### Signal wires on met1

(8 px per um) Supply wires on this layer in gray.
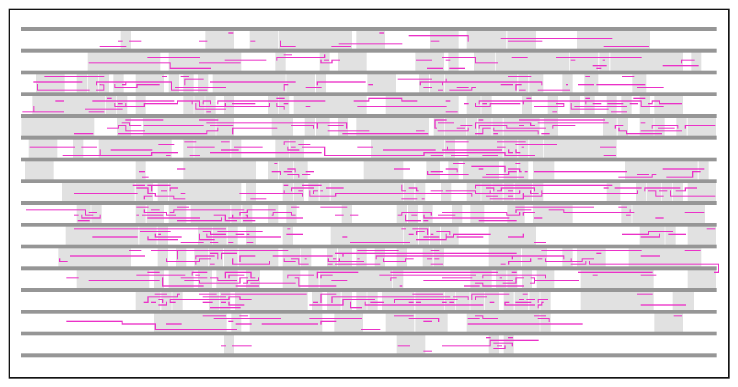
### Wiring by layer

(6 px per um) Only two layers are drawn.
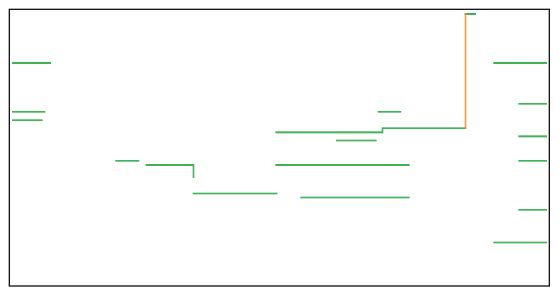
### Register map, names as in the netlist

(6 px per um) Other sequential cells in the stronger gray, the rest of the logic in the fainter gray.
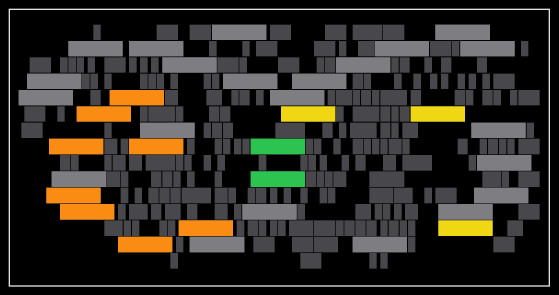
### M3 wires

(6 px per um)
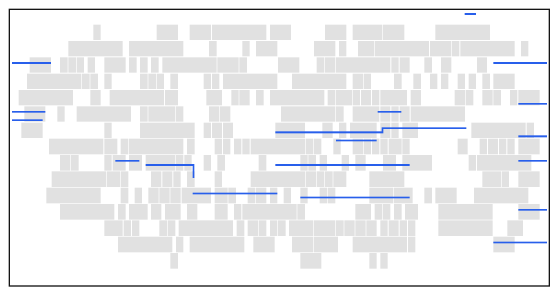
<file path="src/rtl/crc8_pkg.sv">
// Shared types, constants and the single-bit CRC-8 step used by the frame controller.
package crc8_pkg;

  localparam int unsigned CRC8_W   = 8;
  localparam int unsigned BITCNT_W = 3;

  localparam logic [CRC8_W-1:0] CRC8_POLY_DEFAULT = 8'h07;
  localparam logic [CRC8_W-1:0] CRC8_INIT_DEFAULT = 8'h00;

  typedef enum logic [1:0] {
    IDLE  = 2'd0,
    SHIFT = 2'd1,
    DONE  = 2'd2
  } state_e;

  // One MSB-first LFSR step; x^8 term of the polynomial is implicit.
  function automatic logic [CRC8_W-1:0] crc8_step(input logic [CRC8_W-1:0] crc,
                                                  input logic              in_bit,
                                                  input logic [CRC8_W-1:0] poly);
    logic fb;
    fb = crc[CRC8_W-1] ^ in_bit;
    return {crc[CRC8_W-2:0], 1'b0} ^ (fb ? poly : CRC8_W'(0));
  endfunction

endpackage

</file>
<file path="src/rtl/crc8_lfsr.sv">
// Bit-serial CRC-8 LFSR: clr reloads INIT and takes priority over shift.
module crc8_lfsr
  import crc8_pkg::*;
#(
  parameter logic [CRC8_W-1:0] POLY = CRC8_POLY_DEFAULT,
  parameter logic [CRC8_W-1:0] INIT = CRC8_INIT_DEFAULT
) (
  input  logic              clk,
  input  logic              rst_n,
  input  logic              shift,
  input  logic              clr,
  input  logic              in,
  output logic [CRC8_W-1:0] crc
);

  always_ff @(posedge clk or negedge rst_n) begin
    if (!rst_n) begin
      crc <= INIT;
    end else if (clr) begin
      crc <= INIT;
    end else if (shift) begin
      crc <= crc8_step(crc, in, POLY);
    end
  end

endmodule

</file>
<file path="src/rtl/crc8_frame_ctrl.sv">
// Frame sequencer: accepts bytes over valid/ready, feeds them MSB-first into the
// LFSR one bit per clock, and publishes the frame CRC with a residue-zero flag.
module crc8_frame_ctrl
  import crc8_pkg::*;
#(
  parameter logic [CRC8_W-1:0] POLY = CRC8_POLY_DEFAULT,
  parameter logic [CRC8_W-1:0] INIT = CRC8_INIT_DEFAULT
) (
  input  logic              clk,
  input  logic              rst_n,
  input  logic              s_valid,
  input  logic [CRC8_W-1:0] s_data,
  input  logic              s_last,
  output logic              s_ready,
  input  logic              abort,
  output logic              busy,
  output logic              done,
  output logic [CRC8_W-1:0] crc_out,
  output logic              crc_ok
);

  state_e              state_q;
  logic [BITCNT_W-1:0] bitcnt_q;
  logic [CRC8_W-1:0]   byte_q;
  logic                last_q;
  logic                hold_q;
  logic                rdy_q;

  logic                accept_c;
  logic                shift_c;
  logic                clr_c;
  logic                bit_c;
  logic [CRC8_W-1:0]   lfsr_crc;
  logic [CRC8_W-1:0]   crc_next;

  // Registered ready is gated by abort; crc_next lets the result publish on the last shift edge.
  always_comb begin
    s_ready  = rdy_q && !abort;
    accept_c = s_valid && s_ready;
    shift_c  = (state_q == SHIFT) && !hold_q && !abort;
    clr_c    = abort || ((state_q == IDLE) && accept_c);
    bit_c    = byte_q[~bitcnt_q];
    crc_next = crc8_step(lfsr_crc, bit_c, POLY);
  end

  crc8_lfsr #(
    .POLY(POLY),
    .INIT(INIT)
  ) u_lfsr (
    .clk  (clk),
    .rst_n(rst_n),
    .shift(shift_c),
    .clr  (clr_c),
    .in   (bit_c),
    .crc  (lfsr_crc)
  );

  always_ff @(posedge clk or negedge rst_n) begin
    if (!rst_n) begin
      state_q  <= IDLE;
      bitcnt_q <= '0;
      byte_q   <= '0;
      last_q   <= 1'b0;
      hold_q   <= 1'b0;
      rdy_q    <= 1'b0;
      busy     <= 1'b0;
      done     <= 1'b0;
      crc_out  <= '0;
      crc_ok   <= 1'b0;
    end else begin
      done <= 1'b0;
      if (abort) begin
        state_q  <= IDLE;
        bitcnt_q <= '0;
        hold_q   <= 1'b0;
        rdy_q    <= 1'b1;
        busy     <= 1'b0;
      end else begin
        case (state_q)
          IDLE: begin
            rdy_q <= 1'b1;
            if (accept_c) begin
              byte_q   <= s_data;
              last_q   <= s_last;
              bitcnt_q <= '0;
              hold_q   <= 1'b0;
              rdy_q    <= 1'b0;
              busy     <= 1'b1;
              state_q  <= SHIFT;
            end
          end
          SHIFT: begin
            if (hold_q) begin
              // Stalled after a complete byte: LFSR frozen until the next byte lands.
              if (accept_c) begin
                byte_q   <= s_data;
                last_q   <= s_last;
                bitcnt_q <= '0;
                hold_q   <= 1'b0;
                rdy_q    <= 1'b0;
              end
            end else if (bitcnt_q == '1) begin
              if (last_q) begin
                state_q  <= DONE;
                bitcnt_q <= '0;
                busy     <= 1'b0;
                rdy_q    <= 1'b0;
                done     <= 1'b1;
                crc_out  <= crc_next;
                crc_ok   <= (crc_next == '0);
              end else if (accept_c) begin
                byte_q   <= s_data;
                last_q   <= s_last;
                bitcnt_q <= '0;
                rdy_q    <= 1'b0;
              end else begin
                hold_q <= 1'b1;
              end
            end else begin
              bitcnt_q <= bitcnt_q + BITCNT_W'(1);
              rdy_q    <= (bitcnt_q == BITCNT_W'(6)) && !last_q;
            end
          end
          DONE: begin
            state_q <= IDLE;
            rdy_q   <= 1'b1;
          end
          default: begin
            state_q <= IDLE;
            rdy_q   <= 1'b1;
          end
        endcase
      end
    end
  end

endmodule

</file>
<file path="config.mk">
export PLATFORM = sky130hd
export DESIGN_NAME = crc8_frame_ctrl
export DESIGN_NICKNAME = d
export VERILOG_FILES = /design/src/rtl/crc8_pkg.sv /design/src/rtl/crc8_lfsr.sv /design/src/rtl/crc8_frame_ctrl.sv
export SDC_FILE = /design/constraint.sdc
export NUM_CORES = 1
export LEC_CHECK = 0
export ABC_AREA = 1
export CAP_MARGIN = 10
export CORE_ASPECT_RATIO = 0.5
export CORE_UTILIZATION = 46
export CTS_BUF_LIST = sky130_fd_sc_hd__clkbuf_8
export DETAILED_ROUTE_END_ITERATION = 10
export PLACE_DENSITY = 0.69
export SLEW_MARGIN = 20
export SYNTH_ARGS = -nofsm -noshare
export SYNTH_HDL_FRONTEND = slang
export SYNTH_HIERARCHICAL = 1
export SYNTH_SLANG_ARGS = --single-unit
</file>
<file path="constraint.sdc">
create_clock -name clk -period 4.44 [get_ports clk]
set_clock_uncertainty 0.2 [all_clocks]
set_input_delay 0.666 -clock clk [delete_from_list [all_inputs] [get_ports clk]]
set_output_delay 0.666 -clock clk [all_outputs]
set_load 0.01 [all_outputs]
</file>
==> flow_summary.yaml <==
# flow metrics
yosys:
  postSynth.asyncResetShare: 1.000
  ys_seq_share: 0.4944
  yosys_warnings: 6
  syn-cell-area_mm2: 0.001772
  fp_nets: 239
  fa_ha_area_frac: 0.02825
  ys_sh_xor: 0
  synth.most_common_cell: "nand2_1"
  yosys.area_share.aoi: 0.1059
  top_cells_by_count: "nand2_1 (60), inv_1 (37), dfrtp_1 (35)"
  yosysUniqueCellTypes: 25
  synth_top_cell_by_area: "dfrtp_1"
route:
  met1_length_mm: 1.766
  drc: 0
  drtIter0Drc: 46
min_path:
  whs_endpoint: "crc_out[1]"
finish:
  sh_comb_area: 0.3418
  final-comb-area_um2: 737.0
  seq_share: 0.4063
  reg.largest.list: "byte_q: 8 flops, crc_out: 8 flops, u_lfsr/crc: 8 flops"
  nets: 269
  diodes: 0
  buf_share: 0.1149
  buffers: 25
  lay_top_cells: "nand2_1 (60), inv_1 (37), dfrtp_1 (35)"
  n_fill_cell: 305
  nMultiInputCombCells: 147
  flop-count: 35
placed_design:
  place.gp.congestion: 0.8288
  post_dp_cell_area_mm2: 0.002067
  pre_cts_ws_ns: 1.597
global_route:
  grt_pass1_vias: 1355
  met3_usage: 0.06833
  gr-usage-all-layers: 0.1969
  grt_pass1_wl_mm: 6.106
  overflow: 0
  grt_max_degree: 36
  top_usage_layer: "met2"
cts:
  post_cts_resized: 0
  cts.clk_slew.worst_paths_ns: 0.08
  clock_sinks: 35
  tritoncts: "done"
  clockBufferDepth: 2
  post_cts_buffers: 0
  cts.root.buffer_cell: "clkbuf_8"
sta:
  rsz0062_at_grt: "false"
  period_needed_ns: 2.843
  slew_headroom: 0.5788
  setup_violations: 0
  setup_slack_ns: 1.597
setup_path:
  path_max_fanout: 7
  arrival_ns: 1.98
  r2r_setup_slack_ns: 2.06
  regToRegStartpoint: "bitcnt_q[0]"
  rr_endpoint: "crc_ok"
pwr:
  seq_power_share: 0.500
  p_clk_frac: 0.314
  intPower_mw: 0.5046
  pg_clk_mw: 0.225
  p_leak_nw: 1.078
  swShare: 0.2946
  p_comb_mw: 0.133
run:
  warning_count: 27
die:
  taps: 51
  dieArea_mm2: 0.004119
  pin_count: 25
  fp.coreArea_mm2: 0.003547
status:
  outcome: "finished, final reports clean"
-- 'Signal wires on met1' (at the start) --
main direction: horizontal
share of all routed wire: 51%

-- 'Wiring by layer' (at the start) --
[orange] metal 4 | wire length: 19.0 um
[green] metal 3 | wire length: 163 um

-- 'Register map, names as in the netlist' (at the start) --
[yellow] `bitcnt_q` | placed flops: 3
[orange] `u_lfsr/crc` | placed flops: 8
[green] `state_q` | placed flops: 2
not colored: 22

-- 'M3 wires' (at the start) --
main direction: horizontal
share of all routed wire: 4.7%
wire length on this layer: 163 um
nets with wire on the layer: 15
longest straight run: 22.1 um

Power and IR drop assume default switching activity.
